$ cat config.mk
export PLATFORM = sky130hd
export DESIGN_NAME = ram_port_ctrl
export DESIGN_NICKNAME = d
export VERILOG_FILES = /design/src/rtl/ram_ctrl_pkg.sv /design/src/rtl/ram_port_ctrl_tick_gen.sv /design/src/rtl/ram_port_ctrl.sv
export SDC_FILE = /design/constraint.sdc
export NUM_CORES = 1
export LEC_CHECK = 0
export CAP_MARGIN = 40
export CORE_MARGIN = 4
export CORE_UTILIZATION = 30
export DETAILED_ROUTE_END_ITERATION = 6
export DONT_BUFFER_PORTS = 1
export PLACE_DENSITY = 0.52
export SYNTH_ARGS = -nofsm -noshare
export SYNTH_HDL_FRONTEND = slang
export SYNTH_SLANG_ARGS = --single-unit
$ cat constraint.sdc
create_clock -name CLOCK_50 -period 1.86 [get_ports CLOCK_50]
set_input_delay 0.186 -clock CLOCK_50 [delete_from_list [all_inputs] [get_ports CLOCK_50]]
set_output_delay 0.186 -clock CLOCK_50 [all_outputs]
set_load 0.05 [all_outputs]
$ cat src/rtl/ram_ctrl_pkg.sv
// Shared types and widths for the 32x3 RAM pair control path.
package ram_ctrl_pkg;

  localparam int unsigned ADDR_W = 5;
  localparam int unsigned DATA_W = 3;

  typedef logic [ADDR_W-1:0] addr_t;
  typedef logic [DATA_W-1:0] data_t;

  typedef enum logic [1:0] {
    IDLE     = 2'd0,
    PRESS_DB = 2'd1,
    WRITE    = 2'd2,
    REL_DB   = 2'd3
  } ctrl_state_t;

endpackage

$ cat src/rtl/ram_port_ctrl_tick_gen.sv
// Free-running step timer; a step that falls due while hold is high is issued one cycle late,
// without disturbing the counter, so the long-run period is unchanged.
module tick_gen #(
  parameter int unsigned TICK_CYCLES = 50_000_000
) (
  input  logic CLOCK_50,
  input  logic Reset,
  input  logic hold,
  output logic tick
);

  localparam int unsigned CNT_W = (TICK_CYCLES > 1) ? $clog2(TICK_CYCLES) : 1;

  logic [CNT_W-1:0] r_tick_cnt;
  logic             r_pending;
  logic             w_due;

  assign w_due = (r_tick_cnt == CNT_W'(TICK_CYCLES - 1));
  assign tick  = (w_due | r_pending) & ~hold;

  always_ff @(posedge CLOCK_50) begin
    if (Reset) begin
      r_tick_cnt <= '0;
      r_pending  <= 1'b0;
    end else begin
      if (w_due) r_tick_cnt <= '0;
      else       r_tick_cnt <= r_tick_cnt + 1'b1;
      r_pending <= (w_due | r_pending) & hold;
    end
  end

endmodule

$ cat src/rtl/ram_port_ctrl.sv
// Debounced write strobe plus 1 s read-address scan for the RAM pair.
// Optional WR_AUTOINC_EN: write address comes from an internal pointer instead of wr_addr_in.
module ram_port_ctrl
  import ram_ctrl_pkg::*;
#(
  parameter int unsigned TICK_CYCLES     = 50_000_000,
  parameter int unsigned DEBOUNCE_CYCLES = 500_000
) (
  input  logic              CLOCK_50,
  input  logic              Reset,
  input  logic              wr_key_n,
  input  logic [ADDR_W-1:0] wr_addr_in,
  input  logic [DATA_W-1:0] wr_data_in,
  output logic              wren,
  output logic [ADDR_W-1:0] wraddress,
  output logic [DATA_W-1:0] data,
  output logic [ADDR_W-1:0] rdaddress,
  output logic              rd_tick,
  output logic              busy
);

  localparam int unsigned DB_W = $clog2(DEBOUNCE_CYCLES + 1);
  localparam logic [DB_W-1:0] DB_MAX = DB_W'(DEBOUNCE_CYCLES);

  logic        r_key_meta;
  logic        r_key_s;
  ctrl_state_t r_state;
  ctrl_state_t w_state_d;
  logic [DB_W-1:0] r_db_cnt;
  logic [DB_W-1:0] w_db_cnt_d;
  logic        w_load;
  logic        w_tick;
  addr_t       w_wr_addr;
  addr_t       r_wraddress;
  data_t       r_data;
  addr_t       r_rdaddress;
  logic        r_rd_tick;

  // Synchronizer idles high so a reset never looks like a press.
  always_ff @(posedge CLOCK_50) begin
    if (Reset) begin
      r_key_meta <= 1'b1;
      r_key_s    <= 1'b1;
    end else begin
      r_key_meta <= wr_key_n;
      r_key_s    <= r_key_meta;
    end
  end

  always_comb begin
    w_state_d  = r_state;
    w_db_cnt_d = r_db_cnt;
    case (r_state)
      IDLE: begin
        if (!r_key_s) begin
          w_state_d  = PRESS_DB;
          w_db_cnt_d = DB_W'(1);
        end
      end
      PRESS_DB: begin
        if (r_key_s) begin
          w_state_d  = IDLE;
          w_db_cnt_d = '0;
        end else if (r_db_cnt == DB_MAX) begin
          w_state_d  = WRITE;
          w_db_cnt_d = '0;
        end else begin
          w_db_cnt_d = r_db_cnt + 1'b1;
        end
      end
      WRITE: begin
        w_state_d  = REL_DB;
        w_db_cnt_d = '0;
      end
      REL_DB: begin
        if (!r_key_s) begin
          w_db_cnt_d = '0;
        end else if (r_db_cnt == DB_MAX) begin
          w_state_d  = IDLE;
          w_db_cnt_d = '0;
        end else begin
          w_db_cnt_d = r_db_cnt + 1'b1;
        end
      end
      default: begin
        w_state_d  = IDLE;
        w_db_cnt_d = '0;
      end
    endcase
  end

  // WRITE is only ever entered from PRESS_DB, so this fires once per accepted press.
  assign w_load = (w_state_d == WRITE);

  always_ff @(posedge CLOCK_50) begin
    if (Reset) begin
      r_state  <= IDLE;
      r_db_cnt <= '0;
    end else begin
      r_state  <= w_state_d;
      r_db_cnt <= w_db_cnt_d;
    end
  end

`ifdef WR_AUTOINC_EN
  addr_t r_wr_ptr;

  always_ff @(posedge CLOCK_50) begin
    if (Reset)       r_wr_ptr <= '0;
    else if (w_load) r_wr_ptr <= r_wr_ptr + 1'b1;
  end

  assign w_wr_addr = r_wr_ptr;
`else
  assign w_wr_addr = wr_addr_in;
`endif

  always_ff @(posedge CLOCK_50) begin
    if (Reset) begin
      r_wraddress <= '0;
      r_data      <= '0;
    end else if (w_load) begin
      r_wraddress <= w_wr_addr;
      r_data      <= wr_data_in;
    end
  end

  // Holding on the WRITE entry keeps rdaddress stable for the whole wren cycle.
  tick_gen #(
    .TICK_CYCLES(TICK_CYCLES)
  ) u_tick_gen (
    .CLOCK_50(CLOCK_50),
    .Reset   (Reset),
    .hold    (w_load),
    .tick    (w_tick)
  );

  always_ff @(posedge CLOCK_50) begin
    if (Reset) begin
      r_rdaddress <= '0;
      r_rd_tick   <= 1'b0;
    end else begin
      r_rd_tick <= w_tick;
      if (w_tick) r_rdaddress <= r_rdaddress + 1'b1;
    end
  end

  assign wren      = (r_state == WRITE);
  assign busy      = (r_state != IDLE);
  assign wraddress = r_wraddress;
  assign data      = r_data;
  assign rdaddress = r_rdaddress;
  assign rd_tick   = r_rd_tick;

endmodule

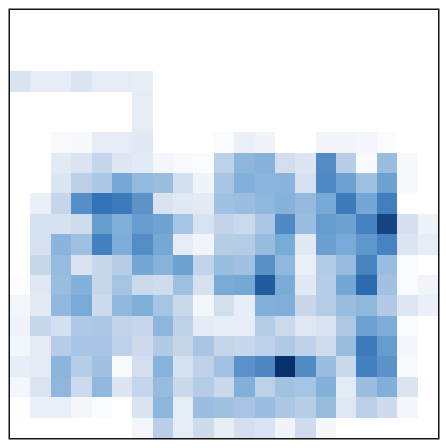
run_1/wire_density.png
The die is cut into 21 by 21 equal tiles; white is low, dark blue is high, scaled to the fullest tile. Values are wire area over tile area, all layers added.
tiles over half the peak: 10%
nearly empty tiles: 36%
mean over tiles: 0.096

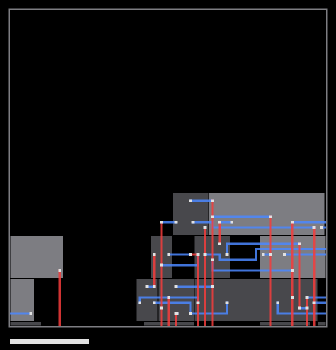
run_1/zoom.png
The bar under the picture is 5 um long. Window x 44 to 64, y 65 to 85 um. Cells in grey, sequential cells in the stronger grey; small squares are vias.
| colour | layer |
|---|---|
| blue | met1 |
| red | met2 |
cells with their middle in the window: 8
most frequent: and3_1 (2), nand2_1 (2), dfxtp_1 (2)
netlist names of flops here include: r_db_cnt (2)
sequential cells in the window: 2

==> flow report, run 1 <==
================================================================================
Synth warn                                                                     0
Post-detailed-route count of antenna-violating nets                            0
Yosys top cell by area                                                   dfxtp_1
Global-route wire length before repair                                  12000 um
Number of nets produced by synthesis                                         350
Period utilisation layout                                                   1.04
Arrival time worst endpoint                                              2.17 ns
Worst setup path class                                              flip-flop to flip-flop
Die extent in x                                                           107 um
Placed insts                                                                 517
Row Count                                                                     35
Wirelength, routed                                                       7130 um
Fillers                                                                      925
Transition time at the pin with the least slew margin                   0.561 ns
Number of instances in the synthesized netlist                               335
Synth cell count leaders                                            dfxtp_1 (64), nor2_1 (44), nand3_1 (26), nand2_1 (22), xor2_1 (20)
Critical Path RT                                                         2.10 ns
DRC violations left                                                            0
Total placed instance area                                              3560 um2
Worst Hold Class                                                    primary input to flip-flop
Final Hold Violation Tally                                                    17
Share of cells above drive strength 1                                      0.284
Number of register bits inferred by synthesis                                 64
Global-route usage over all layers                                         0.130
Cell type group with the largest total delay on the critical path   simple AND/OR/NAND/NOR gates
Cells along the critical path                                       or4bb_4 -> nor3_4 -> and4_4 -> buf_12 -> mux2i_2 -> nor2_1
Switching Share                                                            0.221
Number of nets in the final layout                                           419
Clk slew on worst S/H paths                                              0.07 ns
Fin cells                                                                    538
Worst vdd rail ir drop                                                  0.558 mV
Highest Clock Rate                                                       519 MHz
Io pins                                                                       27
Outcome                                                             finished, violations left
FP Util                                                                    0.313
Post-detailed-route via-to-cell ratio                                       4.95
GPL Wtd Cong                                                               0.790
Synth area leaders                                                  dfxtp_1 (43%), xor2_1 (5.9%), nor2_1 (5.6%)
Worst hold margin                                                      -0.104 ns
Register share after synthesis                                             0.434
Part of the power in registers                                             0.513
Async SR Flop Fraction                                                         0
Layout Area Growth over Synthesis                                          34.8%
Worst Setup Slack, final                                              -0.0654 ns
Half-perimeter wire length after placement                               4960 um
Violations in the final reports                                     hold timing, setup timing
Post-synth area from yosys stat                                         2950 um2
Number of global-route vias before repair                                   2657
Clock net sink count                                                          64
Delay of the slowest cell on the worst path                              0.55 ns
Total tool warning count                                                      32
Count of flip-flops with a built-in enable after synthesis                     0
Post-placement setup slack                                             -0.144 ns
Final Slew Violations                                                          0
Setup violation total in the final timing report                              14
================================================================================
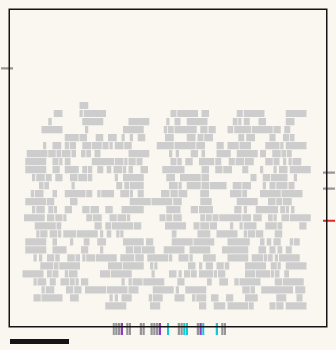
run_1/pins.png
The bar under the picture is 20 um long. Pins as bars across the die edge, other pins in grey.
| colour | port | pins | direction | edge |
|---|---|---|---|---|
| purple | data | 3 | output | bottom |
| cyan | rdaddress | 5 | output | bottom |
| red | wren | 1 | output | right |
all pins by edge: 23 bottom, 3 right, 1 left

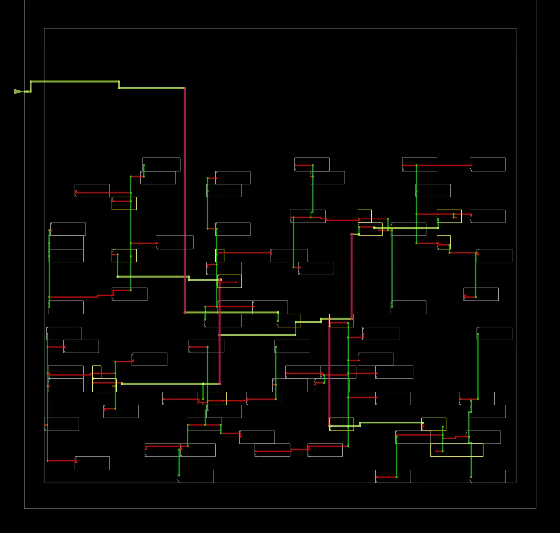
run_1/final_clocks.png
Final Skew: 0.00666 ns
total CTS buffers: 9

[run 1: area by class of cell]
type / instances / area (um2) / share of cell area
multi-input cells: 251 / 1700 / 0.428
clock buffers: 11 / 151 / 0.0381
repair buffers: 68 / 582 / 0.146
clock inverters: 5 / 55.1 / 0.0138
well taps: 129 / 161 / 0.0406
inverters: 10 / 37.5 / 0.00943
flip-flops and latches: 64 / 1290 / 0.324
[run 1: cells by family after synthesis]
family                   count (synthesis)  share of synthesized area
AND/OR/NAND/NOR                        157                      0.285
flip-flops                              64                      0.434
AND-OR/OR-AND                           53                      0.117
XOR/XNOR                                28                     0.0831
buffers and inverters                   20                     0.0335
multiplexers                             9                     0.0305
adder cells (fa/ha/maj)                  4                     0.0170
[run 1: power groups by stage]
stage	logic [mW]	registers [mW]	clock network [mW]
after floorplan	0.0461	1.42	0
after global placement	0.0784	1.42	0
after detailed placement	0.0797	1.42	0
after CTS	0.0853	1.39	1.28
after global routing	0.0979	1.39	1.33
final	0.0877	1.39	1.23
[run 1: per-layer routing]
layer	global-route usage	share of wire	wire length [um]	up-vias
li1	-	-	-	1348
met1	0.149	0.46	3310	1273
met2	0.221	0.48	3450	31
met3	0.0446	0.031	220	11
met4	0.0548	0.019	136	0
met5	0	0	0	-
[run 1: worst reg2reg max path, cell delays in order, from the launching register on]
cell and delay (ns):
dfxtp_1 0.31, or4bb_4 0.55, nor3_4 0.25, and4_4 0.30, buf_12 0.15, mux2i_2 0.22
nor2_1 0.05
[run 1: timing repair]
| action | CTS | global route |
|---|---|---|
| setup buffers | 1 | 0 |
| pin swaps | 2 | 12 |
| resized | 13 | 24 |
| cloned | 0 | 1 |
| hold endpoints to repair | 20 | 17 |
| endpoints found under the setup margin | 26 | 31 |
[run 1: cell usage in the layout, fill, tap and decap left out, types with 3 or more instances in the layout]
cell type,n
nor2_1,43
o21ai_0,3
o31ai_1,3
or4_1,3
inv_1,10
dfxtp_2,6
a22o_1,5
dfxtp_1,58
a21oi_2,6
and2_1,5
mux2i_1,8
nand2_1,22
and4_1,5
xnor2_1,8
nand3_1,26
buf_6,5
a21oi_1,7
clkbuf_8,11
nand2b_1,3
a31oi_1,11
xor2_1,20
ha_1,4
nor3_1,5
and3_1,12
buf_4,56
nand4_1,13
dlygate4sd3_1,4
[run 1: final timing paths]
kind / from / end / cells past startpoint
setup / recovery: r_db_cnt[7] / wraddress[0] / 6
hold / removal: Reset / r_db_cnt[0] / 1
setup reg to reg: r_db_cnt[7] / wraddress[0] / 6
hold reg to reg: r_db_cnt[18] / r_db_cnt[18] / 1
[run 1: registers in the layout (all words and copies together) (netlist names)]
name,flops
r_db_cnt,19
rdaddress,5
data,3
wraddress,5
r_key_meta,1
u_tick_gen.r_tick_cnt,26
r_state,2
rd_tick,1
r_key_s,1
u_tick_gen.r_pending,1
[run 1: metrics by stage]
stage,setup TNS (ns),utilization,power (mW)
final,-0.414,0.423,2.70
after global routing,-1.98,0.423,2.81
after CTS,-0.626,0.410,2.75
after detailed placement,-1.41,0.378,1.50
after global placement,-0.681,0.378,1.50
after floorplan,-0.651,-,1.47
--- run 2 (diff from run 1) ---
CAP_MARGIN = 20   (was 40)
MAX_ROUTING_LAYER = met4   (was not set)
SKIP_CTS_REPAIR_TIMING = 1   (was not set)
==> run 2 against run 1 <==
Effect of this change:
- the flow still finishes with violations (hold timing, setup timing)
- utilization down 0.11 points
- clock-buffer cell count unchanged
- sequential share of layout area up 0.11 points
- setup slack lost 0.041 ns
- cell count up 0.93%
==> flow report, run 2 <==
=========================================================================
Number of register bits inferred by synthesis                          64
Number of nets produced by synthesis                                  350
Final Hold Violation Tally                                             17
Worst Setup Slack, final                                        -0.107 ns
Worst hold path endpoint                                      r_db_cnt[1]
Async SR Flop Fraction                                                  0
Share of cells above drive strength 1                               0.278
Global-route usage over all layers                                  0.132
Worst Hold Class                                             primary input to flip-flop
Fin cells                                                             543
Delay of the slowest cell on the worst path                       0.54 ns
Total tool warning count                                               30
Setup violation total in the final timing report                       20
Most instantiated logic cell after routing                          buf_4
Synth warn                                                              0
Most instantiated logic cells after routing                  buf_4 (63), dfxtp_1 (57), nor2_1 (42), nand3_1 (25), nand2_1 (21)
Post-detailed-route count of antenna-violating nets                     0
Final Skew                                                     0.00693 ns
Number of nets in the final layout                                    424
Post-detailed-route via-to-cell ratio                                4.94
Cells along the critical path                                or4_4 -> nor3_4 -> and4_4 -> buf_12 -> mux2i_2 -> nor2_1
DRC violations left                                                     0
Hold_sp                                                             Reset
Global-route wire length before repair                           11800 um
Worst hold margin                                               -0.102 ns
Launch instance of the worst register-to-register path        r_db_cnt[9]
Registers with the most flip-flops                           u_tick_gen.r_tick_cnt: 26 flops, r_db_cnt: 19 flops
Worst setup path class                                       flip-flop to flip-flop
Reg-to-Reg End                                               wraddress[0]
Post-placement setup slack                                      -0.144 ns
Half-perimeter wire length after placement                        4960 um
Violations in the final reports                              hold timing, setup timing
GPL Wtd Cong                                                        0.801
Total placed instance area                                       3560 um2
Top reg by flops                                             u_tick_gen.r_tick_cnt
Transition time at the pin with the least slew margin            0.568 ns
Io pins                                                                27
Number of instances in the synthesized netlist                        335
Count of flip-flops with a built-in enable after synthesis              0
Worst vdd rail ir drop                                           0.558 mV
Period utilisation layout                                            1.06
Highest Clock Rate                                                508 MHz
PnR Total Power                                                   2.70 mW
Outcome                                                      finished, violations left
Yosys top cell by area                                            dfxtp_1
Critical Path RT                                                  2.10 ns
Register share after synthesis                                      0.434
Number of global-route vias before repair                            2601
Post-layout util                                                    0.422
Total CTS buffers                                                       9
Arrival time worst endpoint                                       2.21 ns
Hold path depth                                                         1
=========================================================================
==> run 2: cell counts after synthesis <==
No cell type changed its count.
==> run 2: final cells by class <==
cell class,count,area [um2],share of cell area
Multi-Input combinational cell,251,1650,0.415
Tap cell,129,161,0.0407
Timing Repair Buffer,73,626,0.158
Clock inverter,5,55.1,0.0139
Inverter,10,37.5,0.00946
Clock buffer,11,151,0.0381
Sequential cell,64,1290,0.325
==> run 2: how the worst max path moves through the flow <==
stage	end	slack [ns]	start	depth (start not counted)
3_3_place_gp	r_db_cnt[6]	-0.06	r_db_cnt[0]	9
3_5_place_dp	rdaddress[3]	-0.14	r_db_cnt[0]	9
4_1_cts	rdaddress[3]	-0.16	r_db_cnt[0]	9
5_1_grt	wraddress[0]	-0.15	r_db_cnt[9]	6
2_1_floorplan	data[1]	-0.08	r_db_cnt[8]	7
6_report	wraddress[0]	-0.11	r_db_cnt[9]	6
==> run 2: layer usage <==
layer | GRT usage | wire, um
met5 | - | 0
met4 | 0.0548 | 153
met3 | 0.0439 | 228
met2 | 0.212 | 3400
met1 | 0.151 | 3310
==> run 2: where the power goes <==
part	total [mW]	leakage, nW	switching [mW]	internal, mW
sequential	1.39	0.520	0.00645	1.38
combinational	0.0862	0.898	0.0482	0.0379
clock	1.23	0.101	0.545	0.687
total	2.70	1.52	0.600	2.10
==> run 2: kinds of logic after synthesis <==
group,Yosys count,synth area share
AND-OR/OR-AND,53,0.117
XOR/XNOR,28,0.0831
adder cells (fa/ha/maj),4,0.0170
buffers and inverters,20,0.0335
flip-flops,64,0.434
multiplexers,9,0.0305
AND/OR/NAND/NOR,157,0.285
==> run 2: critical path: cells and delay by family, from the launching register on <==
family | cells | cell delay (ns)
and+or+nand+nor | 4 | 1.19
DFF | 1 | 0.33
muxes | 1 | 0.21
buffers and inverters | 1 | 0.13
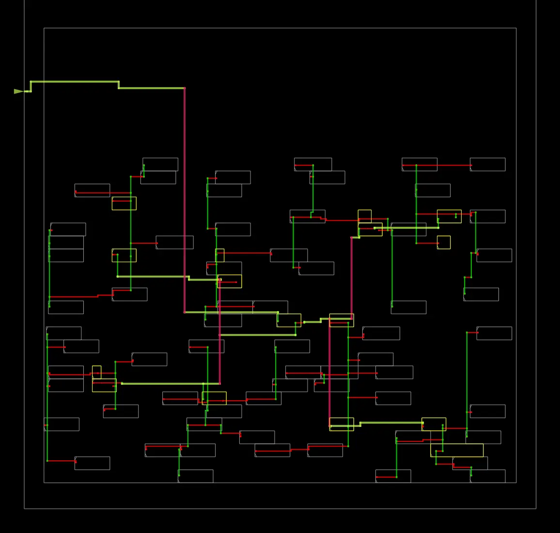
run_2/final_clocks.png
total of clock buffers placed in the layout: 11
clock net sink count: 64
clock network power: 1.23 mW
clock insertion delay at the later pin of the skew report: 0.34 ns

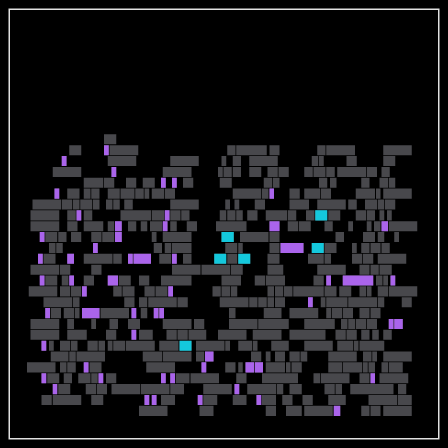
run_2/gate_families.png
| colour | family | cells | most used |
|---|---|---|---|
| cyan | AND-OR and OR-AND gates | 6 | a22o_1 |
| purple | NOR gates | 57 | nor2_1 |

Power is estimated from default activity; no workload was simulated.
